Figure 1. Cells coloured by class.
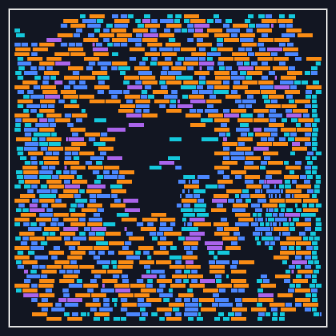
Figure 2. Wiring heat map.
The die is cut into 36 by 36 equal tiles; dark blue is low, red is high, scaled to the fullest tile. Values are wire area over tile area, all layers added.
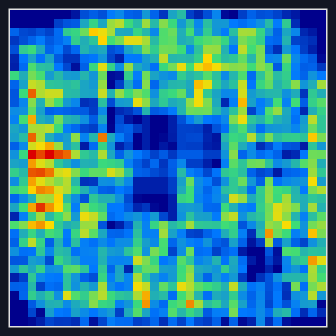
Figure 3. The metal 4 layer.
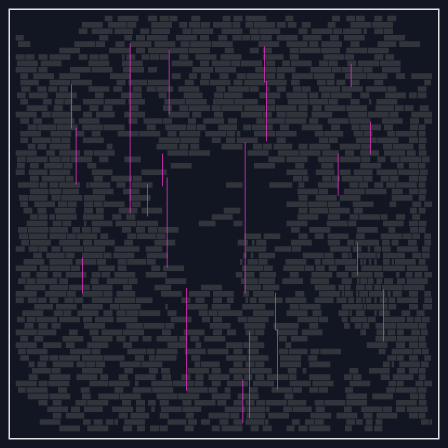
Figure 4. Clock distribution.
The bar under the picture is 50 um long.
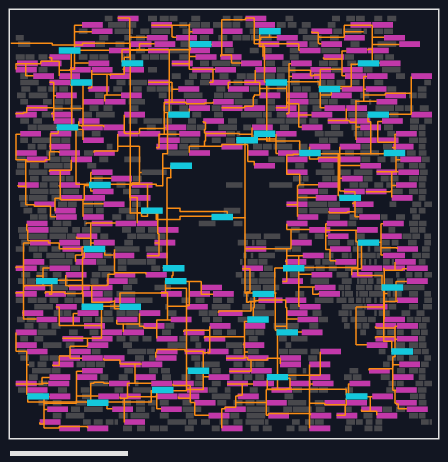
Figure 5. Clock routing.
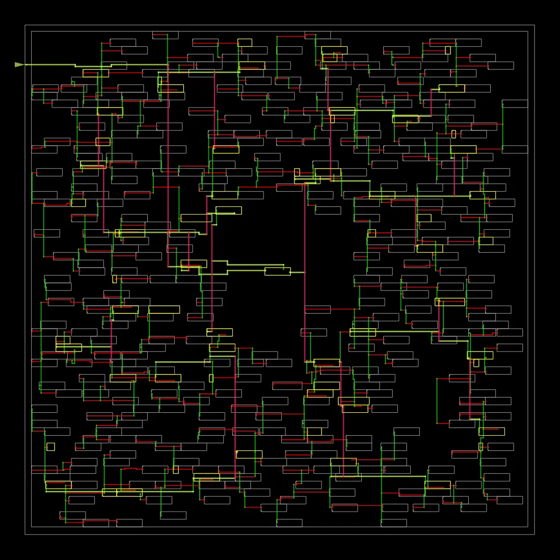
==> config.mk <==
export PLATFORM = sky130hd
export DESIGN_NAME = alu_cmd_sequencer
export DESIGN_NICKNAME = d
export VERILOG_FILES = /design/src/rtl/alu_cmd_sequencer.sv
export SDC_FILE = /design/constraint.sdc
export NUM_CORES = 1
export LEC_CHECK = 0
export CAP_MARGIN = 40
export CORE_MARGIN = 2
export CORE_UTILIZATION = 46
export CTS_CLUSTER_SIZE = 12
export DETAILED_ROUTE_END_ITERATION = 8
export PLACE_DENSITY = 0.7
export SETUP_SLACK_MARGIN = 0.5
export SLEW_MARGIN = 20
export SYNTH_ARGS = -nofsm -noshare
export SYNTH_HDL_FRONTEND = slang
export SYNTH_SLANG_ARGS = --single-unit
==> constraint.sdc <==
create_clock -name clk -period 2.19 [get_ports clk]
set_input_delay 0.3285 -clock clk [delete_from_list [all_inputs] [get_ports clk]]
set_output_delay 0.3285 -clock clk [all_outputs]
set_load 0.03 [all_outputs]
==> src/rtl/alu_cmd_sequencer.sv <==
// alu_cmd_sequencer: tagged command FIFO in front of a single-issue ALU.
// Issues the FIFO head over a valid/ready handshake, waits for the ALU result
// pulse, and parks the tagged result on a backpressured response port.
// Only one command is in the ALU at a time, so responses come back in order.
// Optional feature: define ALU_SEQ_TIMEOUT_EN to add a WAIT-state watchdog
// that returns an error response after TIMEOUT_CYCLES cycles.
module alu_cmd_sequencer #(
  parameter int DATA_WIDTH     = 32,
  parameter int OP_WIDTH       = 4,
  parameter int TAG_WIDTH      = 4,
  parameter int DEPTH          = 4,
  parameter int TIMEOUT_CYCLES = 16
) (
  input  logic                    clk,
  input  logic                    rst_n,
  input  logic                    cmd_valid_i,
  output logic                    cmd_ready_o,
  input  logic [DATA_WIDTH-1:0]   cmd_a_i,
  input  logic [DATA_WIDTH-1:0]   cmd_b_i,
  input  logic [OP_WIDTH-1:0]     cmd_op_i,
  input  logic [TAG_WIDTH-1:0]    cmd_tag_i,
  output logic                    alu_valid_o,
  input  logic                    alu_ready_i,
  output logic [DATA_WIDTH-1:0]   alu_a_o,
  output logic [DATA_WIDTH-1:0]   alu_b_o,
  output logic [OP_WIDTH-1:0]     alu_op_o,
  input  logic                    alu_valid_i,
  input  logic [DATA_WIDTH-1:0]   alu_result_i,
  input  logic                    alu_overflow_i,
  input  logic                    alu_zero_i,
  output logic                    rsp_valid_o,
  input  logic                    rsp_ready_i,
  output logic [DATA_WIDTH-1:0]   rsp_result_o,
  output logic                    rsp_overflow_o,
  output logic                    rsp_zero_o,
  output logic [TAG_WIDTH-1:0]    rsp_tag_o,
  output logic                    rsp_error_o,
  output logic [$clog2(DEPTH):0]  fifo_count_o,
  output logic                    busy_o
);

  localparam int AW = $clog2(DEPTH);
  localparam int CW = AW + 1;

  typedef enum logic [1:0] {S_IDLE, S_ISSUE, S_WAIT, S_HOLD} state_t;

  // Elaboration-time parameter sanity: pointer wrap relies on a power-of-2 depth.
  if (DEPTH < 2 || (DEPTH & (DEPTH - 1)) != 0 || TIMEOUT_CYCLES < 1) begin : g_bad_param
    $error("alu_cmd_sequencer: DEPTH must be a power of 2 >= 2, TIMEOUT_CYCLES >= 1");
  end

  // FIFO storage and bookkeeping
  logic [DATA_WIDTH-1:0] r_mem_a   [DEPTH];
  logic [DATA_WIDTH-1:0] r_mem_b   [DEPTH];
  logic [OP_WIDTH-1:0]   r_mem_op  [DEPTH];
  logic [TAG_WIDTH-1:0]  r_mem_tag [DEPTH];
  logic [AW-1:0]         r_wptr;
  logic [AW-1:0]         r_rptr;
  logic [CW-1:0]         r_count;

  // Control / response registers
  state_t                r_state;
  logic                  r_alu_valid;
  logic [TAG_WIDTH-1:0]  r_cur_tag;
  logic                  r_rsp_valid;
  logic [DATA_WIDTH-1:0] r_rsp_result;
  logic                  r_rsp_overflow;
  logic                  r_rsp_zero;
  logic [TAG_WIDTH-1:0]  r_rsp_tag;

  logic w_not_full;
  logic w_push;
  logic w_pop;

  // Full blocks a push even if the head pops in the same cycle.
  assign w_not_full = (r_count < CW'(DEPTH));
  assign w_push     = cmd_valid_i && w_not_full;
  // r_alu_valid is high exactly while in ISSUE, so this is the issue handshake.
  assign w_pop      = r_alu_valid && alu_ready_i;

  // FIFO: write at tail, advance head on ALU handshake, track occupancy.
  always_ff @(posedge clk or negedge rst_n) begin
    if (!rst_n) begin
      r_wptr  <= '0;
      r_rptr  <= '0;
      r_count <= '0;
      for (int i = 0; i < DEPTH; i++) begin
        r_mem_a[i]   <= '0;
        r_mem_b[i]   <= '0;
        r_mem_op[i]  <= '0;
        r_mem_tag[i] <= '0;
      end
    end else begin
      if (w_push) begin
        r_mem_a[r_wptr]   <= cmd_a_i;
        r_mem_b[r_wptr]   <= cmd_b_i;
        r_mem_op[r_wptr]  <= cmd_op_i;
        r_mem_tag[r_wptr] <= cmd_tag_i;
        r_wptr            <= r_wptr + 1'b1;
      end
      if (w_pop) r_rptr <= r_rptr + 1'b1;
      case ({w_push, w_pop})
        2'b10:   r_count <= r_count + 1'b1;
        2'b01:   r_count <= r_count - 1'b1;
        default: r_count <= r_count;
      endcase
    end
  end

`ifdef ALU_SEQ_TIMEOUT_EN
  localparam int WDW = $clog2(TIMEOUT_CYCLES + 1);
  logic [WDW-1:0] r_wd;
  logic           r_rsp_error;
`endif

  // Sequencer FSM: IDLE -> ISSUE -> WAIT -> HOLD -> IDLE, outputs registered.
  always_ff @(posedge clk or negedge rst_n) begin
    if (!rst_n) begin
      r_state        <= S_IDLE;
      r_alu_valid    <= 1'b0;
      r_cur_tag      <= '0;
      r_rsp_valid    <= 1'b0;
      r_rsp_result   <= '0;
      r_rsp_overflow <= 1'b0;
      r_rsp_zero     <= 1'b0;
      r_rsp_tag      <= '0;
`ifdef ALU_SEQ_TIMEOUT_EN
      r_wd           <= '0;
      r_rsp_error    <= 1'b0;
`endif
    end else begin
      case (r_state)
        S_IDLE: begin
          if (r_count != '0) begin
            r_state     <= S_ISSUE;
            r_alu_valid <= 1'b1;
          end
        end
        S_ISSUE: begin
          if (alu_ready_i) begin
            r_alu_valid <= 1'b0;
            r_cur_tag   <= r_mem_tag[r_rptr];
            r_state     <= S_WAIT;
`ifdef ALU_SEQ_TIMEOUT_EN
            r_wd        <= '0;
`endif
          end
        end
        S_WAIT: begin
          // A result arriving in the expiry cycle takes priority over the error.
          if (alu_valid_i) begin
            r_rsp_result   <= alu_result_i;
            r_rsp_overflow <= alu_overflow_i;
            r_rsp_zero     <= alu_zero_i;
            r_rsp_tag      <= r_cur_tag;
            r_rsp_valid    <= 1'b1;
            r_state        <= S_HOLD;
`ifdef ALU_SEQ_TIMEOUT_EN
            r_rsp_error    <= 1'b0;
          end else if (r_wd == WDW'(TIMEOUT_CYCLES - 1)) begin
            r_rsp_result   <= '1;
            r_rsp_overflow <= 1'b1;
            r_rsp_zero     <= 1'b0;
            r_rsp_tag      <= r_cur_tag;
            r_rsp_error    <= 1'b1;
            r_rsp_valid    <= 1'b1;
            r_state        <= S_HOLD;
          end else begin
            r_wd <= r_wd + 1'b1;
`endif
          end
        end
        S_HOLD: begin
          if (rsp_ready_i) begin
            r_rsp_valid <= 1'b0;
            r_state     <= S_IDLE;
          end
        end
        default: begin
          r_state     <= S_IDLE;
          r_alu_valid <= 1'b0;
          r_rsp_valid <= 1'b0;
        end
      endcase
    end
  end

`ifdef ALU_SEQ_TIMEOUT_EN
  assign rsp_error_o = r_rsp_error;
`else
  assign rsp_error_o = 1'b0;
`endif

  assign cmd_ready_o    = w_not_full;
  assign alu_valid_o    = r_alu_valid;
  assign alu_a_o        = r_mem_a[r_rptr];
  assign alu_b_o        = r_mem_b[r_rptr];
  assign alu_op_o       = r_mem_op[r_rptr];
  assign rsp_valid_o    = r_rsp_valid;
  assign rsp_result_o   = r_rsp_result;
  assign rsp_overflow_o = r_rsp_overflow;
  assign rsp_zero_o     = r_rsp_zero;
  assign rsp_tag_o      = r_rsp_tag;
  assign fifo_count_o   = r_count;
  assign busy_o         = (r_state != S_IDLE) || (r_count != '0);

endmodule

==> impl_metrics.ini <==
; generated from flow reports
[placed_design]
port-buffer-count = 224
place_ws_ns = -0.00573
dpl.hpwl_um = 19400

[finish]
antennaDiodeCount = 0
most-common-layout-cells = 337 x dfrtp_1, 326 x mux2_2, 110 x clkdlybuf4s50_1
fin_nets = 1254
fin_util = 0.623

[route]
m1WireLength_um = 14100
wl_met3_um = 1750
routed_wl_um = 31900
num_vias = 8365
drt-initial-drc-count = 358

[worst_setup_path]
crit_family = buffers and inverters
crit_slowest_cell = dfrtp_4
rr_endpoint = r_cur_tag[0]
worstPathMaxFanout = 7

[floorplanning]
initCoreUtil = 0.464
die_y_um = 182
die_w_um = 182

[yosys]
syn_nets = 970
syn_inst = 848
netlist_top_cells_area = dfrtp_1 59%, mux2_2 26%, mux4_2 11%
yosysTopAreaCell = dfrtp_1
ys_sh_adder = 0.00912
yosysUniqueCellTypes = 28
syn-cell-area_um2 = 14500
synthAoiAreaFrac = 0.00361
logic_family = multiplexers

[pwr]
power_frac_seq = 0.323
power.total_uw = 34700
p_comb_frac = 0.488

[timing]
rsz0062_at_grt = true
maxSlewViolCount = 0
setup_slack_ns = -0.225
setup_viol = 68

[outcome]
status = finished with violations
violations = setup timing

[clocking]
postCtsResizedCells = 277
clockRootBuffer = clkbuf_16
hold_buffers = 1
cts_tree = done

[global_routing]
grt_pass1_vias = 9142
grt_max_degree = 90
met2_usage = 0.330
use_met3 = 0.0435

[job]
tool_warnings = 35
cap_violations = 0
About Figure 1:
Blue shows all other logic, cells 457, share of their area 31%. Cyan shows other buffers and delay cells, cells 293, share of their area 17%. Orange shows flip-flops, cells 341, share of their area 45%. Purple shows clock drivers and dummy loads, cells 67, share of their area 6.9%.

About Figure 2:
The densest ninth of the die: middle left. The emptiest ninth of the die: centre. The fullest tile reaches 0.43. 5.2% of the tiles are nearly empty. The mean over all tiles is 0.15. 22% of the tiles are over half the peak.

About Figure 3:
The layer holds 1.7% of the routed length. The longest straight run is 72.1 um. The wires run mostly vertical. 8 nets have wire on it. The layer carries 544 um of wire.

About Figure 4:
Orange shows clock wires, length 4330 um. Cyan shows cells driving clock nets, count 39. Magenta shows flip-flops, count 341.
There are 40 routed clock nets.

About Figure 5:
Clock Power: 6550 uW
clk sinks: 341

## area by class of cell
class | count | area, um^2 | area share
Timing Repair Buffer | 293 | 3320 | 0.170
Multi-Input combinational cell | 446 | 5790 | 0.297
Sequential cell | 341 | 8540 | 0.438
Clock buffer | 58 | 1180 | 0.0605
Inverter | 11 | 41.3 | 0.00212
Tap cell | 402 | 503 | 0.0258
Clock inverter | 9 | 125 | 0.00641
## synthesized netlist by cell type, drive strengths merged
master	n
dfrtp	341
mux2	331
mux4	72
buf	49
inv	11
nand2	11
ha	9
xnor2	4
mux2i	2
nor2	2
o21ai	2
or2b	2
xor2	2
a21oi	1
a22o	1
and2	1
clkbuf	1
conb	1
fa	1
nor2b	1
o2111a	1
o2bb2ai	1
or4b	1
Power is estimated from default activity; no workload was simulated.
